===== src/rtl/inst_fetcher_pkg.sv =====
// Shared sizes, boolean constants and fetcher state encodings for the fetch stage.
package inst_fetcher_pkg;

    localparam int ADDR_SIZE = 32;
    localparam int INST_SIZE = 32;

    localparam logic TRUE  = 1'b1;
    localparam logic FALSE = 1'b0;

    typedef enum logic [1:0] {
        IF_IDLE     = 2'd0,
        IF_WAIT_MEM = 2'd1,
        IF_FILL     = 2'd2
    } if_state_e;

endpackage


===== src/rtl/inst_fetcher.sv =====
// Fetch stage: looks the PC up in the icache each cycle, issues on hit, refills from
// memory on miss, and accepts commit-side redirects in every state.
module inst_fetcher
    import inst_fetcher_pkg::*;
#(
    parameter int                ADDR_W   = ADDR_SIZE,
    parameter int                INST_W   = INST_SIZE,
    parameter logic [ADDR_W-1:0] RESET_PC = '0
) (
    input  logic              clk,
    input  logic              rst,
    input  logic              rdy,
    output logic [ADDR_W-1:0] ic_addr,
    input  logic              ic_hit,
    input  logic [INST_W-1:0] ic_inst,
    output logic              ic_put,
    output logic [ADDR_W-1:0] ic_put_addr,
    output logic [INST_W-1:0] ic_put_inst,
    output logic              mem_req,
    output logic [ADDR_W-1:0] mem_addr,
    input  logic              mem_done,
    input  logic [INST_W-1:0] mem_inst,
    input  logic              iss_full,
    output logic              iss_valid,
    output logic [INST_W-1:0] iss_inst,
    output logic [ADDR_W-1:0] iss_pc,
    input  logic              jump,
    input  logic [ADDR_W-1:0] jump_pc
);

    if_state_e         state_q, state_d;
    logic [ADDR_W-1:0] pc_q, pc_d;
    logic              mem_req_q, mem_req_d;
    logic [ADDR_W-1:0] mem_addr_q, mem_addr_d;
    logic              ic_put_q, ic_put_d;
    logic [ADDR_W-1:0] ic_put_addr_q, ic_put_addr_d;
    logic [INST_W-1:0] ic_put_inst_q, ic_put_inst_d;
    logic              iss_valid_q, iss_valid_d;
    logic [INST_W-1:0] iss_inst_q, iss_inst_d;
    logic [ADDR_W-1:0] iss_pc_q, iss_pc_d;

    always_comb begin
        state_d       = state_q;
        pc_d          = pc_q;
        mem_req_d     = mem_req_q;
        mem_addr_d    = mem_addr_q;
        ic_put_d      = FALSE;
        ic_put_addr_d = ic_put_addr_q;
        ic_put_inst_d = ic_put_inst_q;
        iss_valid_d   = FALSE;
        iss_inst_d    = iss_inst_q;
        iss_pc_d      = iss_pc_q;

        // A redirect always wins over whatever the current state would do with pc.
        if (jump) pc_d = jump_pc;

        case (state_q)
            IF_IDLE: begin
                if (!jump) begin
                    if (ic_hit) begin
                        if (!iss_full) begin
                            iss_valid_d = TRUE;
                            iss_inst_d  = ic_inst;
                            iss_pc_d    = pc_q;
                            pc_d        = pc_q + ADDR_W'(4);
                        end
                    end else begin
                        mem_req_d  = TRUE;
                        mem_addr_d = pc_q;
                        state_d    = IF_WAIT_MEM;
                    end
                end
            end
            IF_WAIT_MEM: begin
                // The in-flight word is written even after a redirect: it is valid for its own address.
                if (mem_done) begin
                    mem_req_d     = FALSE;
                    ic_put_d      = TRUE;
                    ic_put_addr_d = mem_addr_q;
                    ic_put_inst_d = mem_inst;
                    state_d       = IF_FILL;
                end
            end
            IF_FILL: state_d = IF_IDLE;
            default: state_d = IF_IDLE;
        endcase
    end

    always_ff @(posedge clk) begin
        if (rst) begin
            state_q       <= IF_IDLE;
            pc_q          <= RESET_PC;
            mem_req_q     <= FALSE;
            mem_addr_q    <= '0;
            ic_put_q      <= FALSE;
            ic_put_addr_q <= '0;
            ic_put_inst_q <= '0;
            iss_valid_q   <= FALSE;
            iss_inst_q    <= '0;
            iss_pc_q      <= '0;
        end else if (rdy) begin
            state_q       <= state_d;
            pc_q          <= pc_d;
            mem_req_q     <= mem_req_d;
            mem_addr_q    <= mem_addr_d;
            ic_put_q      <= ic_put_d;
            ic_put_addr_q <= ic_put_addr_d;
            ic_put_inst_q <= ic_put_inst_d;
            iss_valid_q   <= iss_valid_d;
            iss_inst_q    <= iss_inst_d;
            iss_pc_q      <= iss_pc_d;
        end
    end

    assign ic_addr     = pc_q;
    assign ic_put      = ic_put_q;
    assign ic_put_addr = ic_put_addr_q;
    assign ic_put_inst = ic_put_inst_q;
    assign mem_req     = mem_req_q;
    assign mem_addr    = mem_addr_q;
    assign iss_valid   = iss_valid_q;
    assign iss_inst    = iss_inst_q;
    assign iss_pc      = iss_pc_q;

endmodule


===== config.mk =====
export PLATFORM = sky130hd
export DESIGN_NAME = inst_fetcher
export DESIGN_NICKNAME = d
export VERILOG_FILES = /design/src/rtl/inst_fetcher_pkg.sv /design/src/rtl/inst_fetcher.sv
export SDC_FILE = /design/constraint.sdc
export NUM_CORES = 1
export LEC_CHECK = 0
export CORE_AREA = 3 3 137 139
export CTS_CLUSTER_SIZE = 14
export DETAILED_ROUTE_END_ITERATION = 8
export DIE_AREA = 0 0 140 142
export HOLD_SLACK_MARGIN = 0.05
export PLACE_DENSITY = 0.83
export SLEW_MARGIN = 0
export SYNTH_ARGS = -nofsm -noshare
export SYNTH_HDL_FRONTEND = slang
export SYNTH_SLANG_ARGS = --single-unit
export TNS_END_PERCENT = 5

===== constraint.sdc =====
create_clock -name clk -period 2.1 [get_ports clk]
set_input_delay 0.315 -clock clk [delete_from_list [all_inputs] [get_ports clk]]
set_output_delay 0.315 -clock clk [all_outputs]
set_load 0.02 [all_outputs]

### Track usage over the die, run 1

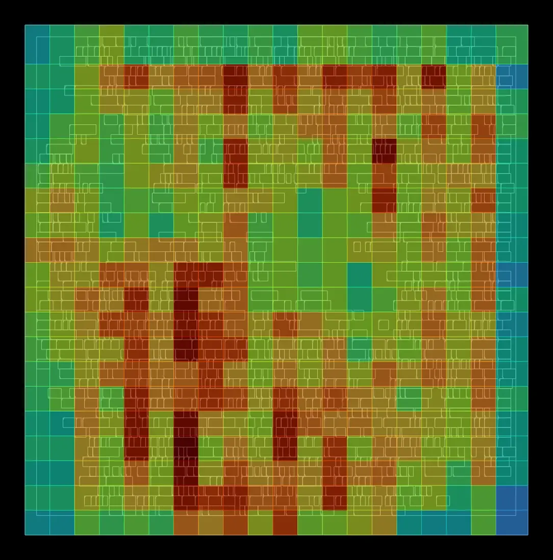
Global Route Usage Sum: 26.2%
M3 GR Usage: 5.78%
Final Core Density: 67.1%
grt met2 use: 43.3%

### I/O nets highlighted, run 1

Scale bar: 50 um.
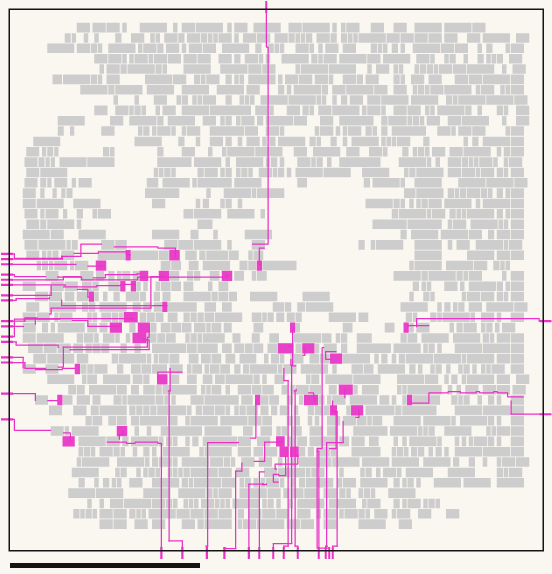
Key: `jump_pc` = magenta [bits 32, direction input, end cells 34, wire 1290 um]

### Drive-strength map, run 1

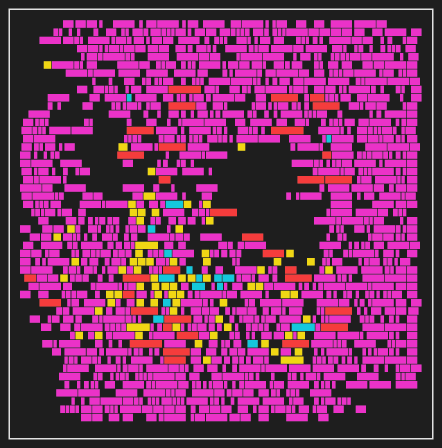
Key: drive 6 and up = red [cells 33, share 2.5%]; drive 1 or less = magenta [cells 1201, share 91%]; drive 2 = cyan [cells 16, share 1.2%]; drive 3 to 4 = yellow [cells 74, share 5.6%]

==> impl_metrics.csv, run 1 <==
group,metric,value,unit
power_and_ir_drop,p_seq,3.87,mW
status,outcome,"complete, no violations",
worst_setup_path,end_kind,"output pin",
detailed_routing,wl_per_cell,17.5,um
yosys,yosys-stat-area,7710,um2
yosys,postSynthSeqShare,51.1,%
timing,min_period_over_period,94.4,%
yosys,synth_cell_types,56,
clocking,cts.htree.levels,4,
worst_setup_path,slowest_stage,"clkdlybuf4s50_1",
detailed_routing,dr_wl_met2,13000,um
layout,areaGrowthSynthToFinish,54.7,%
yosys,avgSynthCellArea,7.72,um2
worst_setup_path,rr_worst_depth,5,
timing,tightestPinTransition,0.456,ns
yosys,common_cells,"nand2_1, dfxtp_1, a21oi_1, clkbuf_1, nor2_1",
clocking,clk_pin_slew,0.07,ns
yosys,ys_sh_simple,25.4,%
global_routing,overflow,0,
die,chipArea,19900,um2
worst_setup_path,reg2reg_slack,0.17,ns
timing,finClkSkew,0.00978,ns
power_and_ir_drop,leakagePower,4.10,nW
timing,layout_setup_ws,0.117,ns
layout,inverters,8,
power_and_ir_drop,powerDensity,694,nW/um2
hold_path,hp-start,"rst",
layout,sh_seq_area,33.1,%
detailed_routing,dr_total_vias,8352,
worst_setup_path,crit_type,"reg -> out",
layout,final-clk-cell-share,5.30,%
detailed_routing,wl,27100,um
layout,instances_no_fill,1553,
clocking,root_buffer,"clkbuf_16",
yosys,synth-async-reset-ratio,0,%
yosys,most_common_cell,"nand2_1",
worst_setup_path,worst-path-buf-inv,1,
layout,stdcell_area,11900,um2
yosys,ys_ff,197,
layout,final_cell_mix,"nand2_1, clkdlybuf4s50_1, dfxtp_1",
global_routing,grt_first_pass_wirelength,42400,um
clocking,clk_latency,0.43,ns
power_and_ir_drop,clock_power_share,42.1,%
power_and_ir_drop,sequentialPowerShare,46.8,%
layout,nets,1415,
yosys,synth-edff-count,0,
power_and_ir_drop,comb_power_share,11.2,%
place,io_buffers,297,
worst_setup_path,crit_end,"ic_addr[22]",
detailed_routing,first_pass_iters,5,
die,num_io_pins,298,
worst_setup_path,rr_endpoint,"ic_addr[29]",
global_routing,antenna_found_initial,0,
worst_setup_path,cpPeakStageDelay,0.69,ns
power_and_ir_drop,switching_share,25.0,%
power_and_ir_drop,power_top_consumer,"sequential cells",
global_routing,grt_use_met1,33.5,%
die,fp.dieW,140,um
power_and_ir_drop,total_power,8.28,mW
die,core,17800,um2
layout,comb_share,29.0,%
global_routing,grt_pass1_vias,7945,
job,openroad.warnings,26,
yosys,xor_share,0.114,%
worst_setup_path,path_cells,"clkdlybuf4s50_1",
global_routing,grt_max_degree,98,
yosys,post-synth-top-area-cell,"dfxtp_1",
place,dp_cells,1521,
place,dp_hpwl,19300,um
==> run 1 -> run 2 <==
- CELL_PAD_IN_SITES_DETAIL_PLACEMENT: default -> 0
- CELL_PAD_IN_SITES_GLOBAL_PLACEMENT: default -> 2
- CORE_AREA: 3 3 137 139 -> 3 3 184 186
- DIE_AREA: 0 0 140 142 -> 0 0 187 189
- PLACE_DENSITY: 0.83 -> 0.78
### Track usage over the die, run 2

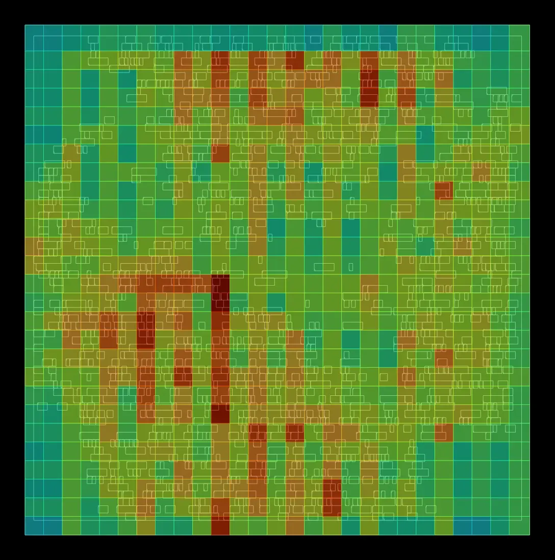
DR WL/cell: 17.5 um
M3 GR Usage: 3.46%
Global Route Usage Sum: 17.1%
met1 Use GR: 22.8%

==> run 2 against run 1 <==
Register-to-register slack about the same. Total power decreased by 2.0%. Via count decreased by 2.9%. Hold slack improved by 0.013 ns. Largest cell class unchanged. Final area increased by 3.0%.
==> impl_metrics.csv, run 2 <==
group,metric,value,unit
yosys,synthesis.nets,1103,
status,outcome,"complete, no violations",
worst_setup_path,end_kind,"output pin",
clocking,cts.htree.levels,4,
layout,inverters,8,
worst_setup_path,crit_type,"reg -> out",
detailed_routing,dr_wl_met2,14700,um
die,chipArea,35300,um2
clocking,numCtsBuffers,17,
worst_setup_path,crit_end,"ic_addr[12]",
worst_setup_path,slowest_stage,"clkdlybuf4s50_1",
hold_path,hp-start,"rst",
layout,stdcell_area,12300,um2
timing,finClkSkew,0.0110,ns
layout,comb_area,3460,um2
yosys,synth_cell_types,56,
worst_setup_path,cp.required,1.78,ns
power_and_ir_drop,leakagePower,4.13,nW
die,fp.dieW,187,um
timing,min_period_over_period,94.9,%
layout,drive_gt1_share,10.2,%
layout,sh_seq_area,32.1,%
yosys,synth-edff-count,0,
die,n_tap_cell,442,
place,dp_cells,1747,
detailed_routing,postRouteAntennaNets,0,
global_routing,grt_first_pass_wirelength,47200,um
timing,tns,0,ns
yosys,synth.area.mux_share,0.146,%
detailed_routing,met1_length,14500,um
timing,holdWs,0.300,ns
timing,layout_setup_ws,0.108,ns
die,core,32500,um2
timing,period_needed,1.99,ns
yosys,avgSynthCellArea,7.72,um2
global_routing,grt_max_degree,97,
power_and_ir_drop,total_power,8.11,mW
yosys,flop_cell,"dfxtp_1",
detailed_routing,top_layer_used,"met4",
power_and_ir_drop,powerDensity,660,nW/um2
layout,antenna_cells,0,
yosys,area_leaders,"dfxtp_1, nand2_1, a21oi_1",
place,dp_hpwl,22100,um
power_and_ir_drop,switching_share,26.2,%
place,placed_cell_area,11700,um2
timing,setup_viol,0,
global_routing,grt_pass1_vias,7766,
clocking,clk_latency,0.45,ns
detailed_routing,wl,31100,um
hold_path,hold_end,"ic_addr[18]",
global_routing,use_met2,28.3,%
power_and_ir_drop,vdd_drop_max,0.000566,V
worst_setup_path,worst-path-buf-inv,2,
yosys,postSynthSeqShare,51.1,%
worst_setup_path,reg2reg_slack,0.16,ns
layout,nets,1428,
global_routing,antenna_found_initial,0,
power_and_ir_drop,clock_net_power,3.28,mW
power_and_ir_drop,sequentialPowerShare,47.7,%
worst_setup_path,startpoint,"ic_addr[12]",
yosys,xor_share,0.114,%
job,maxCapViolCount,0,
global_routing,busiest_layer,"met2",
detailed_routing,first_pass_iters,4,
yosys,syn_area,7710,um2
layout,comb_share,28.2,%
timing,finalMaxSlewViolations,0,
layout,mostFrequentLayoutCell,"nand2_1",
yosys,top_cell_area_share,51.1,%
yosys,yosys-stat-area,7710,um2
power_and_ir_drop,comb_power_share,11.9,%
power_and_ir_drop,clock_power_share,40.4,%
clocking,root_buffer,"clkbuf_16",
timing,tightestPinTransition,0.548,ns
yosys,post-synth-top-area-cell,"dfxtp_1",
power_and_ir_drop,power_top_consumer,"sequential cells",
place,place_ws,-0.0742,ns
power_and_ir_drop,p_seq,3.87,mW
layout,fillCellCount,3409,
yosys,ys_ff,197,
worst_setup_path,cpPeakStageDelay,0.63,ns
yosys,synth-async-reset-ratio,0,%
place,io_buffers,297,
yosys,most_common_cell,"nand2_1",
die,num_io_pins,298,
timing,rsz0062_at_grt,"false",
global_routing,overflow,0,
yosys,ys_sh_simple,25.4,%
layout,fin_util,37.9,%
layout,final-clk-cell-share,4.67,%
timing,clock.fmax,502,MHz
yosys,common_cells,"nand2_1, dfxtp_1, a21oi_1, clkbuf_1, nor2_1",
job,openroad.warnings,26,
worst_setup_path,rr_endpoint,"ic_addr[20]",
layout,buf_share,30.3,%
layout,instances_no_fill,1778,
layout,areaGrowthSynthToFinish,59.3,%
worst_setup_path,cp.depth,2,
worst_setup_path,rr_worst_depth,7,
clocking,clk_pin_slew,0.08,ns
detailed_routing,dr_total_vias,8113,
worst_setup_path,path_cells,"buf_4 -> clkdlybuf4s50_1",
layout,final_cell_mix,"nand2_1, clkdlybuf4s50_1, dfxtp_1",
==> run 2 -> run 3 <==
- CTS_BUF_LIST: default -> sky130_fd_sc_hd__clkbuf_16
- GPL_ROUTABILITY_DRIVEN: default -> 0
### Cell area per tile, run 3

19 x 19 tiles, from black (low) to pale yellow (high), 0 to 100% covered.
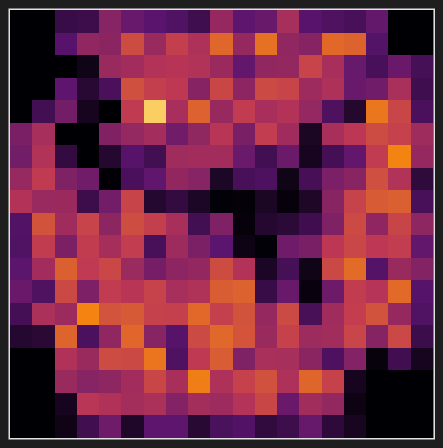
0.30% of the tiles are over 75% full. The emptiest ninth of the die: upper left. The mean over all tiles is 33%. The fullest tile reaches 89%. 11% of the tiles are nearly empty.

==> run 3 against run 2 <==
Count of clock-buffer cells in the layout is 2 lower. Cell count stayed put. Total power is 0.92% lower. Via count hardly changed. Clock power is 2% lower. Flip-flop count stayed put. Clock skew is 0.0013 ns lower. Area after synthesis stayed put. Setup slack worse by 0.0084 ns. First-iteration DRC count is 5.3% lower. Combinational power hardly changed. Routed wire length hardly changed. Critical endpoint unchanged. Largest cell class unchanged.
==> impl_metrics.csv, run 3 <==
group,metric,value,unit
yosys,xor_share,0.114,%
layout,comb_share,28.2,%
layout,final_cell_mix,"nand2_1, clkdlybuf4s50_1, dfxtp_1",
worst_setup_path,startpoint,"ic_addr[12]",
yosys,synth_cell_types,56,
layout,instances_no_fill,1778,
clocking,clk_pin_slew,0.08,ns
yosys,ys_sh_simple,25.4,%
yosys,area_leaders,"dfxtp_1, nand2_1, a21oi_1",
detailed_routing,top_layer_used,"met4",
timing,setup_viol,0,
die,chipArea,35300,um2
worst_setup_path,path_cells,"buf_4 -> clkdlybuf4s50_1",
detailed_routing,first_pass_iters,5,
layout,nets,1428,
timing,finalMaxSlewViolations,0,
yosys,synth-edff-count,0,
power_and_ir_drop,leakagePower,4.12,nW
detailed_routing,wl,31100,um
place,io_buffers,297,
worst_setup_path,rr_endpoint,"ic_addr[20]",
detailed_routing,dr_total_vias,8108,
job,openroad.warnings,26,
yosys,yosys-stat-area,7710,um2
layout,inverters,8,
layout,areaGrowthSynthToFinish,59.1,%
timing,holdWs,0.299,ns
global_routing,antenna_found_initial,0,
yosys,post-synth-top-area-cell,"dfxtp_1",
layout,sh_seq_area,32.2,%
timing,tns,0,ns
yosys,ys.warnings.count,0,
detailed_routing,met1_length,14400,um
detailed_routing,dr_wl_met2,14800,um
power_and_ir_drop,powerDensity,655,nW/um2
yosys,common_cells,"nand2_1, dfxtp_1, a21oi_1, clkbuf_1, nor2_1",
timing,clock.fmax,500,MHz
global_routing,grt_first_pass_wirelength,47200,um
power_and_ir_drop,clock_net_power,3.20,mW
worst_setup_path,cp.depth,2,
layout,fillCellCount,3412,
job,maxCapViolCount,0,
global_routing,use_met3,3.46,%
timing,finClkSkew,0.00978,ns
worst_setup_path,crit_type,"reg -> out",
detailed_routing,wl_per_cell,17.5,um
layout,antenna_cells,0,
place,dp_cells,1747,
layout,final-clk-cell-share,4.52,%
global_routing,busiest_layer,"met2",
timing,layout_setup_ws,0.0992,ns
yosys,synthesis.nets,1103,
timing,min_period_over_period,95.3,%
layout,fin_util,37.8,%
die,n_tap_cell,442,
yosys,avgSynthCellArea,7.72,um2
worst_setup_path,worst-path-buf-inv,2,
worst_setup_path,cpPeakStageDelay,0.63,ns
layout,mostFrequentLayoutCell,"nand2_1",
clocking,root_buffer,"clkbuf_16",
power_and_ir_drop,sequentialPowerShare,48.2,%
layout,drive_gt1_share,10.0,%
die,fp.dieW,187,um
power_and_ir_drop,power_top_consumer,"sequential cells",
clocking,cts.htree.levels,4,
power_and_ir_drop,comb_power_share,12.0,%
place,place_ws,-0.0742,ns
status,outcome,"complete, no violations",
global_routing,grt_max_degree,97,
layout,seqCellArea,3950,um2
die,num_io_pins,298,
place,placed_cell_area,11700,um2
yosys,postSynthSeqShare,51.1,%
yosys,top_cell_area_share,51.1,%
clocking,clk_latency,0.44,ns
yosys,synth.area.mux_share,0.146,%
worst_setup_path,reg2reg_slack,0.16,ns
power_and_ir_drop,total_power,8.03,mW
layout,comb_area,3460,um2
layout,buf_share,30.4,%
timing,tightestPinTransition,0.544,ns
worst_setup_path,slowest_stage,"clkdlybuf4s50_1",
worst_setup_path,rr_worst_depth,7,
global_routing,grt_pass1_vias,7766,
global_routing,use_met2,28.3,%
power_and_ir_drop,clock_power_share,39.9,%
place,dp_hpwl,22100,um

## Gallery

Placed cells, one color a class.
(a)
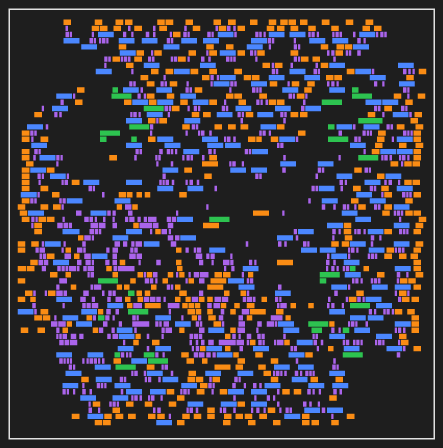
(b)
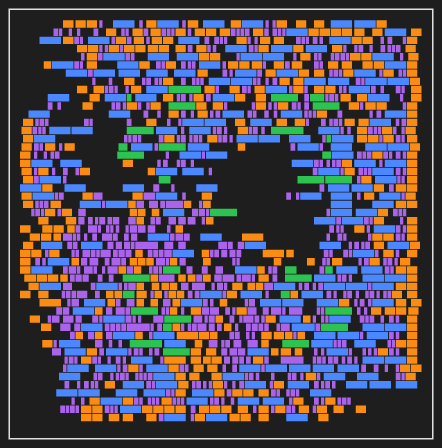
run 2 -> (a)
run 1 -> (b)
Of these, highest utilization: (b)

No activity file was given, so power comes from the tool's default toggle rates.
